**src/rtl/scaler_h_ctrl.sv**
```systemverilog
// Frame-synchronous configuration and supervision controller for scaler_h:
// new scale settings take effect only at vs_i; input geometry is checked and output size measured.
module scaler_h_ctrl #(
  parameter int PIXEL_STEP = 128,
  parameter int STEP_WIDTH = 16,
  parameter int DIM_WIDTH  = 16
) (
  input  logic                  clk,
  input  logic                  rst,
  input  logic [STEP_WIDTH-1:0] cfg_step,
  input  logic [DIM_WIDTH-1:0]  cfg_width,
  input  logic [DIM_WIDTH-1:0]  cfg_height,
  input  logic                  cfg_valid,
  output logic                  cfg_ready,
  output logic                  cfg_applied,
  output logic [STEP_WIDTH-1:0] scale_step_o,
  input  logic                  de_i,
  input  logic                  hs_i,
  input  logic                  vs_i,
  input  logic                  de_o,
  input  logic                  hs_o,
  input  logic                  vs_o,
  output logic                  busy_o,
  output logic [DIM_WIDTH-1:0]  out_width_o,
  output logic [DIM_WIDTH-1:0]  out_height_o,
  output logic                  err_len_o,
  output logic                  err_frame_o,
  input  logic                  err_clr
);

  localparam logic [STEP_WIDTH-1:0] STEP_UNITY = STEP_WIDTH'(PIXEL_STEP);
  localparam logic [STEP_WIDTH-1:0] STEP_MIN   = STEP_WIDTH'(PIXEL_STEP / 2);
  localparam logic [STEP_WIDTH-1:0] STEP_MAX   = STEP_WIDTH'(16 * PIXEL_STEP);
  localparam logic [DIM_WIDTH-1:0]  DIM_ONE    = DIM_WIDTH'(1);

  typedef enum logic [1:0] {
    S_IDLE,
    S_ACTIVE,
    S_DONE
  } state_t;

  function automatic logic [DIM_WIDTH-1:0] sat_inc(input logic [DIM_WIDTH-1:0] v);
    return (v == '1) ? v : v + DIM_ONE;
  endfunction

  // Configuration: pending (accepted) and active (in use this frame) copies
  logic                  r_pending;
  logic [STEP_WIDTH-1:0] r_pend_step;
  logic [DIM_WIDTH-1:0]  r_pend_width;
  logic [DIM_WIDTH-1:0]  r_pend_height;
  logic [STEP_WIDTH-1:0] r_scale_step;
  logic [DIM_WIDTH-1:0]  r_act_width;
  logic [DIM_WIDTH-1:0]  r_act_height;
  logic                  r_cfg_applied;

  logic                  w_accept;
  logic                  w_apply;
  logic [STEP_WIDTH-1:0] w_step_clamped;

  assign cfg_ready    = !r_pending;
  assign cfg_applied  = r_cfg_applied;
  assign scale_step_o = r_scale_step;
  assign w_accept     = cfg_valid && cfg_ready;
  assign w_apply      = vs_i && r_pending;

  // NOTE: every signal written in always_comb gets a default first so no latch is inferred.
  always_comb begin
    w_step_clamped = cfg_step;
    if (cfg_step < STEP_MIN)      w_step_clamped = STEP_MIN;
    else if (cfg_step > STEP_MAX) w_step_clamped = STEP_MAX;
  end

  // NOTE: clocked state uses non-blocking (<=) so all registers sample pre-edge values.
  always_ff @(posedge clk or posedge rst) begin
    if (rst) begin
      r_pending     <= 1'b0;
      r_pend_step   <= STEP_UNITY;
      r_pend_width  <= '0;
      r_pend_height <= '0;
      r_scale_step  <= STEP_UNITY;
      r_act_width   <= '0;
      r_act_height  <= '0;
      r_cfg_applied <= 1'b0;
    end else begin
      r_cfg_applied <= w_apply;
      if (w_apply) begin
        r_scale_step <= r_pend_step;
        r_act_width  <= r_pend_width;
        r_act_height <= r_pend_height;
      end
      // A zero step is consumed by the handshake but never becomes pending
      if (w_accept && (cfg_step != '0)) begin
        r_pend_step   <= w_step_clamped;
        r_pend_width  <= cfg_width;
        r_pend_height <= cfg_height;
        r_pending     <= 1'b1;
      end else if (w_apply) begin
        r_pending <= 1'b0;
      end
    end
  end

  // Input-side frame supervision
  state_t               r_state;
  state_t               w_state_next;
  logic [DIM_WIDTH-1:0] r_pix_cnt;
  logic [DIM_WIDTH-1:0] r_line_cnt;
  logic [DIM_WIDTH-1:0] w_pix_next;
  logic [DIM_WIDTH-1:0] w_line_next;
  logic [DIM_WIDTH-1:0] w_frame_width;
  logic [DIM_WIDTH-1:0] w_frame_height;
  logic                 w_len_hit;
  logic                 w_frame_hit;
  logic                 r_err_len;
  logic                 r_err_frame;

  // Geometry that governs the frame starting now, including one being applied this cycle
  assign w_frame_width  = w_apply ? r_pend_width  : r_act_width;
  assign w_frame_height = w_apply ? r_pend_height : r_act_height;

  always_comb begin
    w_state_next = r_state;
    w_pix_next   = r_pix_cnt;
    w_line_next  = r_line_cnt;
    w_len_hit    = 1'b0;
    w_frame_hit  = 1'b0;
    if (vs_i) begin
      w_frame_hit  = (r_state == S_ACTIVE);
      w_state_next = S_ACTIVE;
      w_line_next  = DIM_ONE;
      w_pix_next   = DIM_WIDTH'(de_i);
    end else if (r_state == S_ACTIVE) begin
      if (hs_i) begin
        w_len_hit   = (r_pix_cnt != r_act_width);
        w_pix_next  = DIM_WIDTH'(de_i);
        w_line_next = sat_inc(r_line_cnt);
      end else if (de_i) begin
        w_pix_next = sat_inc(r_pix_cnt);
      end
    end else if (r_state == S_DONE) begin
      w_frame_hit = hs_i || de_i;
    end
    // Last pixel of the last line closes the frame
    if ((w_state_next == S_ACTIVE) && de_i &&
        (w_line_next == w_frame_height) && (w_pix_next == w_frame_width)) begin
      w_state_next = S_DONE;
    end
  end

  always_ff @(posedge clk or posedge rst) begin
    if (rst) begin
      r_state    <= S_IDLE;
      r_pix_cnt  <= '0;
      r_line_cnt <= '0;
    end else begin
      r_state    <= w_state_next;
      r_pix_cnt  <= w_pix_next;
      r_line_cnt <= w_line_next;
    end
  end

  // A new error in the same cycle as err_clr wins
  always_ff @(posedge clk or posedge rst) begin
    if (rst) begin
      r_err_len   <= 1'b0;
      r_err_frame <= 1'b0;
    end else begin
      if (w_len_hit)    r_err_len <= 1'b1;
      else if (err_clr) r_err_len <= 1'b0;
      if (w_frame_hit)  r_err_frame <= 1'b1;
      else if (err_clr) r_err_frame <= 1'b0;
    end
  end

  assign busy_o      = (r_state == S_ACTIVE);
  assign err_len_o   = r_err_len;
  assign err_frame_o = r_err_frame;

  // Output-side measurement, independent of the input FSM
  logic [DIM_WIDTH-1:0] r_opix_cnt;
  logic [DIM_WIDTH-1:0] r_oline_cnt;
  logic [DIM_WIDTH-1:0] r_out_width;
  logic [DIM_WIDTH-1:0] r_out_height;
  logic                 r_seen_vs_o;

  always_ff @(posedge clk or posedge rst) begin
    if (rst) begin
      r_opix_cnt   <= '0;
      r_oline_cnt  <= '0;
      r_out_width  <= '0;
      r_out_height <= '0;
      r_seen_vs_o  <= 1'b0;
    end else begin
      if (vs_o) r_seen_vs_o <= 1'b1;
      if (hs_o) begin
        // The first line start after reset has no completed line behind it
        if (!(vs_o && !r_seen_vs_o)) r_out_width <= r_opix_cnt;
        r_opix_cnt <= DIM_WIDTH'(de_o);
      end else if (de_o) begin
        r_opix_cnt <= sat_inc(r_opix_cnt);
      end
      if (vs_o) begin
        r_out_height <= r_oline_cnt;
        r_oline_cnt  <= DIM_ONE;
      end else if (hs_o) begin
        r_oline_cnt <= sat_inc(r_oline_cnt);
      end
    end
  end

  assign out_width_o  = r_out_width;
  assign out_height_o = r_out_height;

endmodule
```
**config.mk**
```make
export PLATFORM = sky130hd
export DESIGN_NAME = scaler_h_ctrl
export DESIGN_NICKNAME = d
export VERILOG_FILES = /design/src/rtl/scaler_h_ctrl.sv
export SDC_FILE = /design/constraint.sdc
export NUM_CORES = 1
export LEC_CHECK = 0
export ABC_AREA = 1
export CAP_MARGIN = 20
export CELL_PAD_IN_SITES_DETAIL_PLACEMENT = 0
export CELL_PAD_IN_SITES_GLOBAL_PLACEMENT = 1
export CORE_ASPECT_RATIO = 1.4
export CORE_MARGIN = 4
export CORE_UTILIZATION = 38
export DETAILED_ROUTE_END_ITERATION = 10
export GPL_TIMING_DRIVEN = 0
export PLACE_DENSITY = 0.78
export SYNTH_ARGS = -nofsm -noshare
export SYNTH_HDL_FRONTEND = slang
export SYNTH_SLANG_ARGS = --single-unit
export TNS_END_PERCENT = 20
```
**constraint.sdc**
```tcl
create_clock -name clk -period 6.35 [get_ports clk]
set_clock_uncertainty 0.05 [all_clocks]
set_input_delay 1.27 -clock clk [delete_from_list [all_inputs] [get_ports clk]]
set_output_delay 1.27 -clock clk [all_outputs]
set_load 0.005 [all_outputs]
```
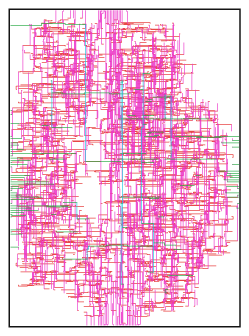
Run 1: metal layers overlaid
| colour | layer | wire length |
|---|---|---|
| magenta | metal 2 | 14000 um |
| green | metal 3 | 1050 um |
| red | metal 1 | 11400 um |
| cyan | metal 4 | 489 um |
post-detailed-route wirelength per cell: 15.6 um
final WL: 26900 um
vias after detailed routing: 8382

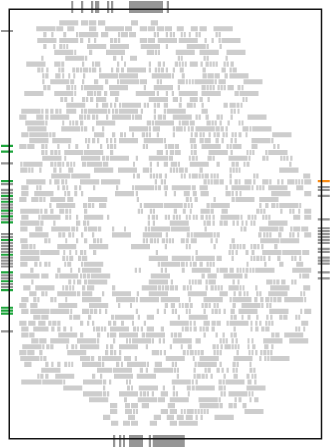
Run 1: pin placement
Pins as bars across the die edge, other pins in grey.
| colour | port | pins | direction | edge |
|---|---|---|---|---|
| green | out_height_o | 16 | output | west |
| orange | de_i | 1 | input | east |

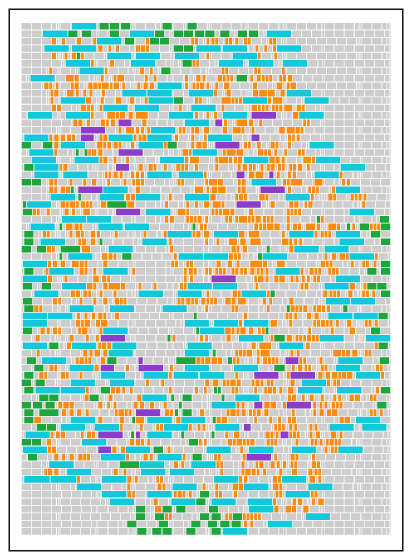
Run 1: cell classes on the final placement
Fill, decap, tap and diode cells in grey.
| colour | class | cells |
|---|---|---|
| cyan | flops | 199 |
| purple | clock drivers and dummy loads | 32 |
| orange | combinational and other logic | 1024 |
| green | other buffers and delay cells | 150 |
Final Cell Area: 11900 um2
std cell rows: 69
core region area: 25400 um2

==> notes.md, run 1 <==
Implementation results are summarized by area below.

Clock tree
The buffer cell driving the clock tree root is clkbuf_16. TritonCTS built the clock tree. The clock sink total is 199.

Yosys
For reference, the top cells by count after synthesis are nand2_1 (382), dfrtp_1 (197), inv_1 (176). The Yosys chip area is 9770 um2. The Yosys warning count is 0.

Summing all multiplexer cells gives an area fraction of 0%. After synthesis the cells add up to 9770 um2. Counting every net in the synthesized netlist gives 1322. Per the synthesis report, the dominant area consumer among library cells is dfrtp_1.

Finish
Counting only logic cells after layout, the most numerous master is nand2_1. Counting the fill cells in the layout gives 2566. The proportion of cell area occupied by multi-input gates is 32.8%.

Floorplan
The initial cell density of the core is 38.5%. The horizontal extent of the die is 144 um. The number of well taps is 319. The number of I/O pins is 111.

Worst setup path
The required time of the critical path is 6.63 ns. The delay of the slowest critical-path stage is 0.48 ns. The terminus of the critical flop-to-flop path is r_state[0]$_DFF_PP0_.

Final timing
Setup slack closes at 2.70 ns. The post-route minimum period is 3.65 ns.

Placement
Timing analysis after detailed placement gives a worst setup slack of 2.28 ns.

Job
Warnings raised by the tools during the run amount to 26. The number of maximum-capacitance violations recorded for the run is 0.

GRT
The total overflow left after global routing is 0. Entering global routing, the biggest net connects 42 pins. The initial antenna violation count is 0.

Pwr
Sequential power for this build is 1.46 mW. In this run, flip-flops and latches consume 48.0% of the power.

Drt
After detailed routing, the number of vias per cell comes to 4.86. The total iterations of the first detailed-routing run is 5. The detail route stage leaves a number of antenna-violating nets equal to 0.

Outcome
The run finished with clean final reports.
-- run 1: flip-flops by register name, indices dropped and copies added (netlist names) --
name and cells:
r_opix_cnt 16, r_act_height 16, err_frame_o 1, r_oline_cnt 16, err_len_o 1, out_height_o 16, cfg_applied 1, r_pend_step 16
r_seen_vs_o 1, r_pix_cnt 16, r_pend_width 16, r_pend_height 16, out_width_o 16, r_pending 1, r_line_cnt 16, scale_step_o 16
r_act_width 16, r_state 2
-- run 1: metal layers --
metal	vias up	GRT usage [%]	wire, um
met2	153	35.0	14000
met3	31	3.58	1050
met4	0	5.37	489
met5	-	0	0
met1	3956	24.7	11400
li1	4242	-	-
## Run 2: what changed since run 1
--- a/config.mk
+++ b/config.mk
@@ -11,10 +11,10 @@
 export CELL_PAD_IN_SITES_GLOBAL_PLACEMENT = 1
 export CORE_ASPECT_RATIO = 1.4
 export CORE_MARGIN = 4
-export CORE_UTILIZATION = 38
+export CORE_UTILIZATION = 42
 export DETAILED_ROUTE_END_ITERATION = 10
 export GPL_TIMING_DRIVEN = 0
-export PLACE_DENSITY = 0.78
+export PLACE_DENSITY = 0.81
 export SYNTH_ARGS = -nofsm -noshare
 export SYNTH_HDL_FRONTEND = slang
 export SYNTH_SLANG_ARGS = --single-unit
==> constraint.sdc (replaced) <==
create_clock -name clk -period 3.7 [get_ports clk]
set_clock_uncertainty 0.05 [all_clocks]
set_input_delay 0.74 -clock clk [delete_from_list [all_inputs] [get_ports clk]]
set_output_delay 0.74 -clock clk [all_outputs]
set_load 0.005 [all_outputs]
==> notes.md, run 2 <==
Implementation results are summarized by area below.

GRT
The global-route met3 utilization came to 4.43% (+0.86 points). The global router reports that the layer with the highest usage is met2. The global routing usage on met1 is 25.1% (+0.36 points). The final global-route overflow total is 0 (unchanged).

Yosys
The Yosys chip area is 9770 um2 (unchanged). After synthesis, the most frequently instantiated cells are nand2_1 (382), dfrtp_1 (197), inv_1 (176). The number of nets in the synthesized netlist is 1322 (unchanged).

Drt
The uppermost metal layer occupied by signal nets is met4. The number of nets still failing antenna checks after routing is 0 (unchanged). The met3 wire length is 1100 um (+5.0%).

The routed length on met2 came to 13800 um (-1.1%).

Worst setup path
The required time of the critical path is 3.97 ns (-2.66 ns). The delay of the slowest critical-path stage is 0.40 ns (-0.08 ns).

Floorplan
The initial cell density of the core is 43.1% (+4.6 points). The horizontal extent of the die came to 137 um (-4.6%). The number of standard-cell rows in the floorplan is 65 (-5.8%). The number of I/O pins is 111 (unchanged).

Clock tree
TritonCTS built the clock tree. The tree is rooted in a clkbuf_16. The clock sink total is 199 (unchanged).

Placement
The worst setup slack after placement came to 0.269 ns (-2.01 ns).

Job
The tally of OpenROAD warnings was 26 (unchanged).

Outcome
The flow ran to the end, and the final reports show no timing, DRC or antenna violations.

Final timing
The worst setup slack after layout is 0.742 ns (-1.96 ns).

Finish
The most common logic cell in the routed design is nand2_1. The final cell area excluding filler cells is 11900 um2 (-0.20%).

Pwr
The sequential share of power is 48.3% (+0.3 points).
## run 2: cell counts after synthesis
Identical to the previous run, type by type.
## run 2: power groups by stage
| stage | Clock, mW | Combinational, mW | Sequential [mW] |
|---|---|---|---|
| 6_report | 1.79 | 0.891 | 2.51 |
| 5_1_grt | 1.93 | 1.03 | 2.53 |
| 4_1_cts | 1.84 | 0.905 | 2.51 |
| 3_5_place_dp | 0 | 0.900 | 2.55 |
| 3_3_place_gp | 0 | 0.872 | 2.55 |
| 2_1_floorplan | 0 | 0.580 | 2.52 |
## run 2: kinds of logic (layout without fill, tap and decap cells)
family	count (synthesis)	after routing	synth area share, %
xor+xnor	13	13	1.17
fa+ha+maj	4	4	0.512
compound gates	159	159	8.77
simple gates	659	659	29.6
buf+inv	226	372	8.97
other cells	0	1	0
flops	199	199	51.0
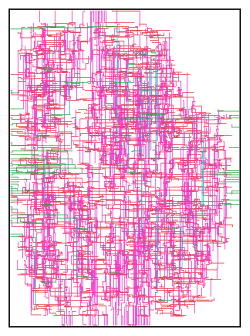
Run 2: metal layers overlaid
| colour | layer | wire length |
|---|---|---|
| green | metal 3 | 1100 um |
| cyan | metal 4 | 669 um |
| red | metal 1 | 10900 um |
| magenta | metal 2 | 13800 um |
vias after detailed routing: 8479
total global-route track usage: 21.3%
final WL: 26500 um

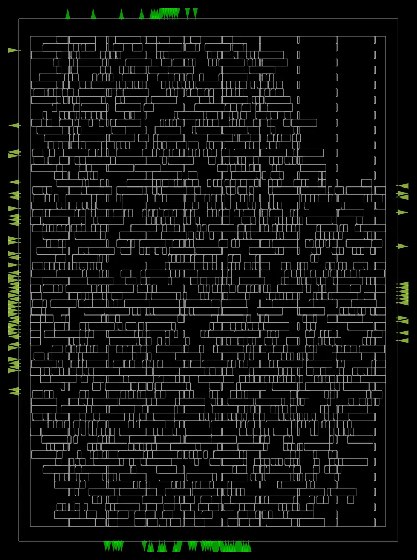
Run 2: cell outlines without signal wires
tap cell count: 301
core region area: 22700 um2
FILL cells: 2185

Power and IR drop assume default switching activity.
